==> src/rtl/uart_tx_arbiter.sv <==
// Round-robin arbiter sharing one uart_tx among NUM_REQ byte sources, with optional packet lock.
// Accept at t -> tx_in_enable t+1, tx_send_data t+2; req_ready only in IDLE while the UART is idle.
module uart_tx_arbiter #(
  parameter int NUM_REQ      = 4,
  parameter int LOCK_EN      = 1,
  parameter int BUSY_TIMEOUT = 4,
  localparam int GW          = $clog2(NUM_REQ)
) (
  input  logic                 clk,
  input  logic                 reset,
  input  logic [NUM_REQ-1:0]   req_valid,
  input  logic [8*NUM_REQ-1:0] req_data,
  input  logic [NUM_REQ-1:0]   req_last,
  output logic [NUM_REQ-1:0]   req_ready,
  output logic                 tx_in_enable,
  output logic                 tx_send_data,
  output logic [7:0]           tx_bus,
  input  logic                 tx_busy,
  output logic                 grant_valid,
  output logic [GW-1:0]        grant_id,
  output logic                 err_no_busy
);

  localparam logic [2:0] S_IDLE      = 3'd0;
  localparam logic [2:0] S_LOAD      = 3'd1;
  localparam logic [2:0] S_FIRE      = 3'd2;
  localparam logic [2:0] S_WAIT_BUSY = 3'd3;
  localparam logic [2:0] S_WAIT_DONE = 3'd4;

  logic [2:0]    state;
  logic [GW-1:0] rr_ptr;
  logic [GW-1:0] sel_idx;
  logic          sel_found;
  logic          accept;
  logic [3:0]    busy_cnt;
  int            idx;

  function automatic logic [GW-1:0] next_idx(input logic [GW-1:0] i);
    if (int'(i) >= NUM_REQ - 1) return '0;
    return i + GW'(1);
  endfunction

  // Lock pins the choice to the current grantee; otherwise search upward from rr_ptr,
  // iterating backwards so the lowest offset wins.
  always_comb begin
    sel_found = 1'b0;
    sel_idx   = grant_id;
    idx       = 0;
    if (grant_valid) begin
      sel_found = req_valid[grant_id];
    end else begin
      for (int k = NUM_REQ - 1; k >= 0; k--) begin
        idx = int'(rr_ptr) + k;
        if (idx >= NUM_REQ) idx = idx - NUM_REQ;
        if (req_valid[idx]) begin
          sel_found = 1'b1;
          sel_idx   = idx[GW-1:0];
        end
      end
    end
  end

  assign accept       = !reset && (state == S_IDLE) && !tx_busy && sel_found;
  assign req_ready    = accept ? (NUM_REQ'(1) << sel_idx) : '0;
  assign tx_in_enable = (state == S_LOAD);
  assign tx_send_data = (state == S_FIRE);

  always_ff @(posedge clk) begin
    if (reset) begin
      state       <= S_IDLE;
      tx_bus      <= '0;
      grant_valid <= 1'b0;
      grant_id    <= '0;
      err_no_busy <= 1'b0;
      rr_ptr      <= '0;
      busy_cnt    <= '0;
    end else begin
      case (state)
        S_IDLE: begin
          if (accept) begin
            tx_bus   <= req_data[8*sel_idx +: 8];
            grant_id <= sel_idx;
            if ((LOCK_EN != 0) && !req_last[sel_idx]) begin
              grant_valid <= 1'b1;
            end else begin
              grant_valid <= 1'b0;
              rr_ptr      <= next_idx(sel_idx);
            end
            state <= S_LOAD;
          end
        end
        S_LOAD: state <= S_FIRE;
        S_FIRE: begin
          busy_cnt <= '0;
          state    <= S_WAIT_BUSY;
        end
        S_WAIT_BUSY: begin
          if (tx_busy) begin
            state <= S_WAIT_DONE;
          end else if (busy_cnt == 4'(BUSY_TIMEOUT - 1)) begin
            // UART never started: drop the byte and release any packet lock
            err_no_busy <= 1'b1;
            grant_valid <= 1'b0;
            rr_ptr      <= next_idx(grant_id);
            state       <= S_IDLE;
          end else begin
            busy_cnt <= busy_cnt + 4'd1;
          end
        end
        S_WAIT_DONE: if (!tx_busy) state <= S_IDLE;
        default: state <= S_IDLE;
      endcase
    end
  end

endmodule

==> config.mk <==
export PLATFORM = sky130hd
export DESIGN_NAME = uart_tx_arbiter
export DESIGN_NICKNAME = d
export VERILOG_FILES = /design/src/rtl/uart_tx_arbiter.sv
export SDC_FILE = /design/constraint.sdc
export NUM_CORES = 1
export LEC_CHECK = 0
export ABC_AREA = 1
export CORE_UTILIZATION = 65
export DETAILED_ROUTE_END_ITERATION = 8
export DONT_BUFFER_PORTS = 1
export PLACE_DENSITY = 0.89
export RECOVER_POWER = 100
export SLEW_MARGIN = 20
export SYNTH_ARGS = -nofsm -noshare
export SYNTH_HDL_FRONTEND = slang
export SYNTH_SLANG_ARGS = --single-unit
==> constraint.sdc <==
create_clock -name clk -period 5.5 [get_ports clk]
set_input_delay 1.1 -clock clk [delete_from_list [all_inputs] [get_ports clk]]
set_output_delay 1.1 -clock clk [all_outputs]
set_load 0.01 [all_outputs]
Routed metal per tile:
The bar under the picture is 20 um long. 11 x 11 tiles, from black (low) to pale yellow (high), scaled to the fullest tile. Values are wire area over tile area, all layers added.
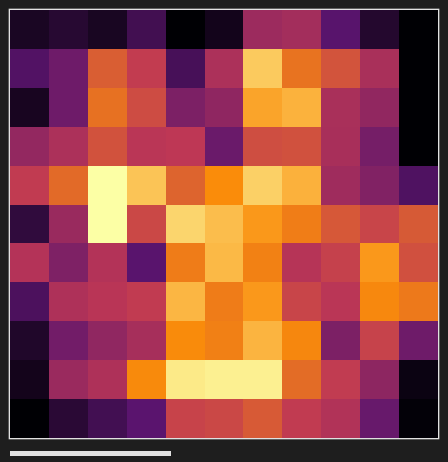
The mean over all tiles is 0.21. 5.8% of the tiles are nearly empty. The fullest tile reaches 0.44. 48% of the tiles are over half the peak.
overall routed net length: 3710 um
DR vias: 1679
WL per Instance: 12.08 um

The metal 2 layer:
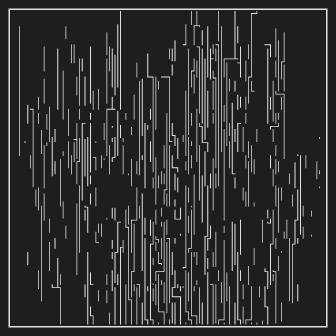
The layer carries 1720 um of wire. 251 nets have wire on it. The wires run mostly vertical.
M2 GR Usage: 0.4729

Metal 1:
The bar under the picture is 20 um long.
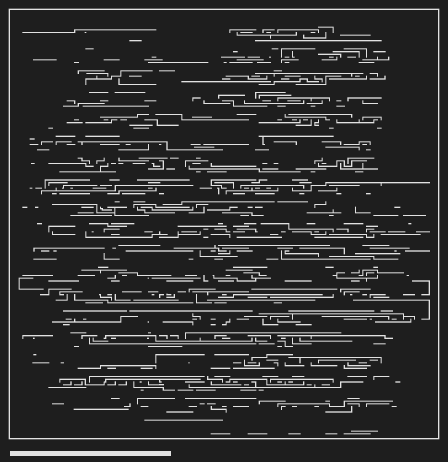
The layer carries 1730 um of wire. The longest straight run is 20.7 um.
met1 Usage GRT: 0.3437

==> results.py <==
# Flow results
metrics = {
    "critical_path": {
        "cpPeakStageDelay_ps": 670,
        "startpoint_type": "flip-flop",
        "rrSetupSlack_ps": 2170,
        "crit_type": "reg -> out",
        "cp-end-kind": "output port",
        "startpoint": "rr_ptr[0]",
        "crit_fanout": 23,
        "crit_chain": "inv_1 -> nand2_1 -> nand2_2 -> nand2_2 -> nand3_1 -> nand2_1 -> nand2_1 -> a21oi_2 -> nand2_2 -> nand2_4 -> clkinvlp_2 -> ha_1 -> inv_1 -> nor2_1",
        "crit_buf_inv": 3,
        "r2r_cells": 16,
        "r2r-end": "rr_ptr[1]",
        "cp.required_ps": 4400,
    },
    "clock_network": {
        "cts_hold_buffers": 0,
        "worstSkewPairLatency_ps": 310,
        "clk_path_buf_depth": 2,
        "cts-root-buf": "clkbuf_4",
        "cts.sinks": 21,
        "cts_setup_buffers": 0,
        "cts_resized": 0,
        "htree_levels": 1,
    },
    "cells_and_area": {
        "fillers": 247,
        "drive_gt1_frac": 0.1300,
        "final_common_cell": "nor2_1",
        "fin_util": 0.6788,
        "antenna_cells": 0,
        "final_cells": 307,
        "area_delta_synth_final_pct": -1.683,
        "design_area_um2": 1682,
    },
    "pwr": {
        "netSwitchingFraction": 0.5482,
        "power.internal_mw": 0.3924,
        "power_density_nw_per_um2": 516.5,
        "peakVddDrop_mv": 0.3731,
        "p_seq_frac": 0.268,
        "p_switching_mw": 0.4761,
        "pwr-share-clk": 0.085,
        "leakage_nw": 0.8122,
        "top_power_group": "combinational cells",
        "power.total_mw": 0.8686,
        "pwr-share-comb": 0.647,
        "powerClk_mw": 0.0742,
        "p_seq_mw": 0.232,
    },
    "final_timing": {
        "slew_violations": 0,
        "skew_ps": 5.401,
        "fmax_ghz": 0.2270,
        "hold_viol_final": 0,
        "slew_headroom": 0.4904,
        "rsz0062_at_grt": "no",
        "finalSetupViolations": 0,
        "period_used_share": 0.8010,
        "tightestPinTransition_ps": 760.2,
        "layout_setup_ws_ps": 1094,
        "period_minus_slack_ps": 4406,
    },
    "synthesis": {
        "ys_chip_area_um2": 1710,
        "postSynthCellCount": 281,
        "synth_flops": 21,
        "ys.flop_type": "dfxtp_1",
        "avgSynthCellArea_um2": 6.087,
        "topCellsByArea": "dfxtp_1 (25%), nor2_1 (12%), nand2_1 (11%)",
        "top_cells_by_count": "nor2_1 (54), nand2_1 (49), inv_1 (32)",
        "top_area_frac": 0.2458,
        "ys_cells": 281,
        "yosys.area.top_type": "dfxtp_1",
        "synth_compound_gate_area_share": 0.1353,
        "synth_area_um2": 1710,
        "synth-edff-count": 0,
        "top_cell": "nor2_1",
        "fa_ha_area_frac": 0.04389,
    },
    "routing": {
        "vias_per_cell": 5.469,
        "ant_nets": 0,
        "drc_errors": 0,
    },
    "outcome": {
        "outcome": "finished, final reports clean",
    },
    "min_path": {
        "min_from": "busy_cnt[0]",
        "holdPathStages": 1,
        "hold_path_end": "busy_cnt[0]",
    },
    "place": {
        "place_ws_ps": 1851,
        "dpl-instance-area_um2": 1674,
        "gp_congestion": 0.8198,
        "dp.cells": 303,
        "port_buffers": 0,
    },
    "flow_run": {
        "log.warning_count": 29,
        "max-cap-violations": 0,
    },
    "grt": {
        "globalRouteOverflowTotal": 0,
        "grt_max_degree": 24,
        "grt_pass1_wl_um": 5823,
    },
    "die": {
        "fp_util": 0.6904,
        "fp-row-count": 18,
    },
}
metal layers:
layer  track usage  routed length (um)  vias to the layer above
met5             0                   0                        -
met2        0.4729                1724                       54
met3       0.03161                 212                        6
met4       0.09211                  41                        0
li1              -                   -                      879
met1        0.3437                1732                      740
cell type report:
type,count,area [um2],area share
Multi-Input combinational cell,211,1040,0.6183
Sequential cell,21,420.4,0.2500
Inverter,41,156.4,0.09301
Tap cell,30,37.54,0.02232
Clock buffer,3,22.52,0.01339
Clock inverter,1,5.005,0.002976
flip-flops by register name, summed over array words and instances, names as in the netlist:
name,flops
err_no_busy,1
grant_id,2
busy_cnt,4
rr_ptr,2
tx_bus,8
state,3
grant_valid,1
Power figures rest on the tool's default switching activity, not on a simulated workload.
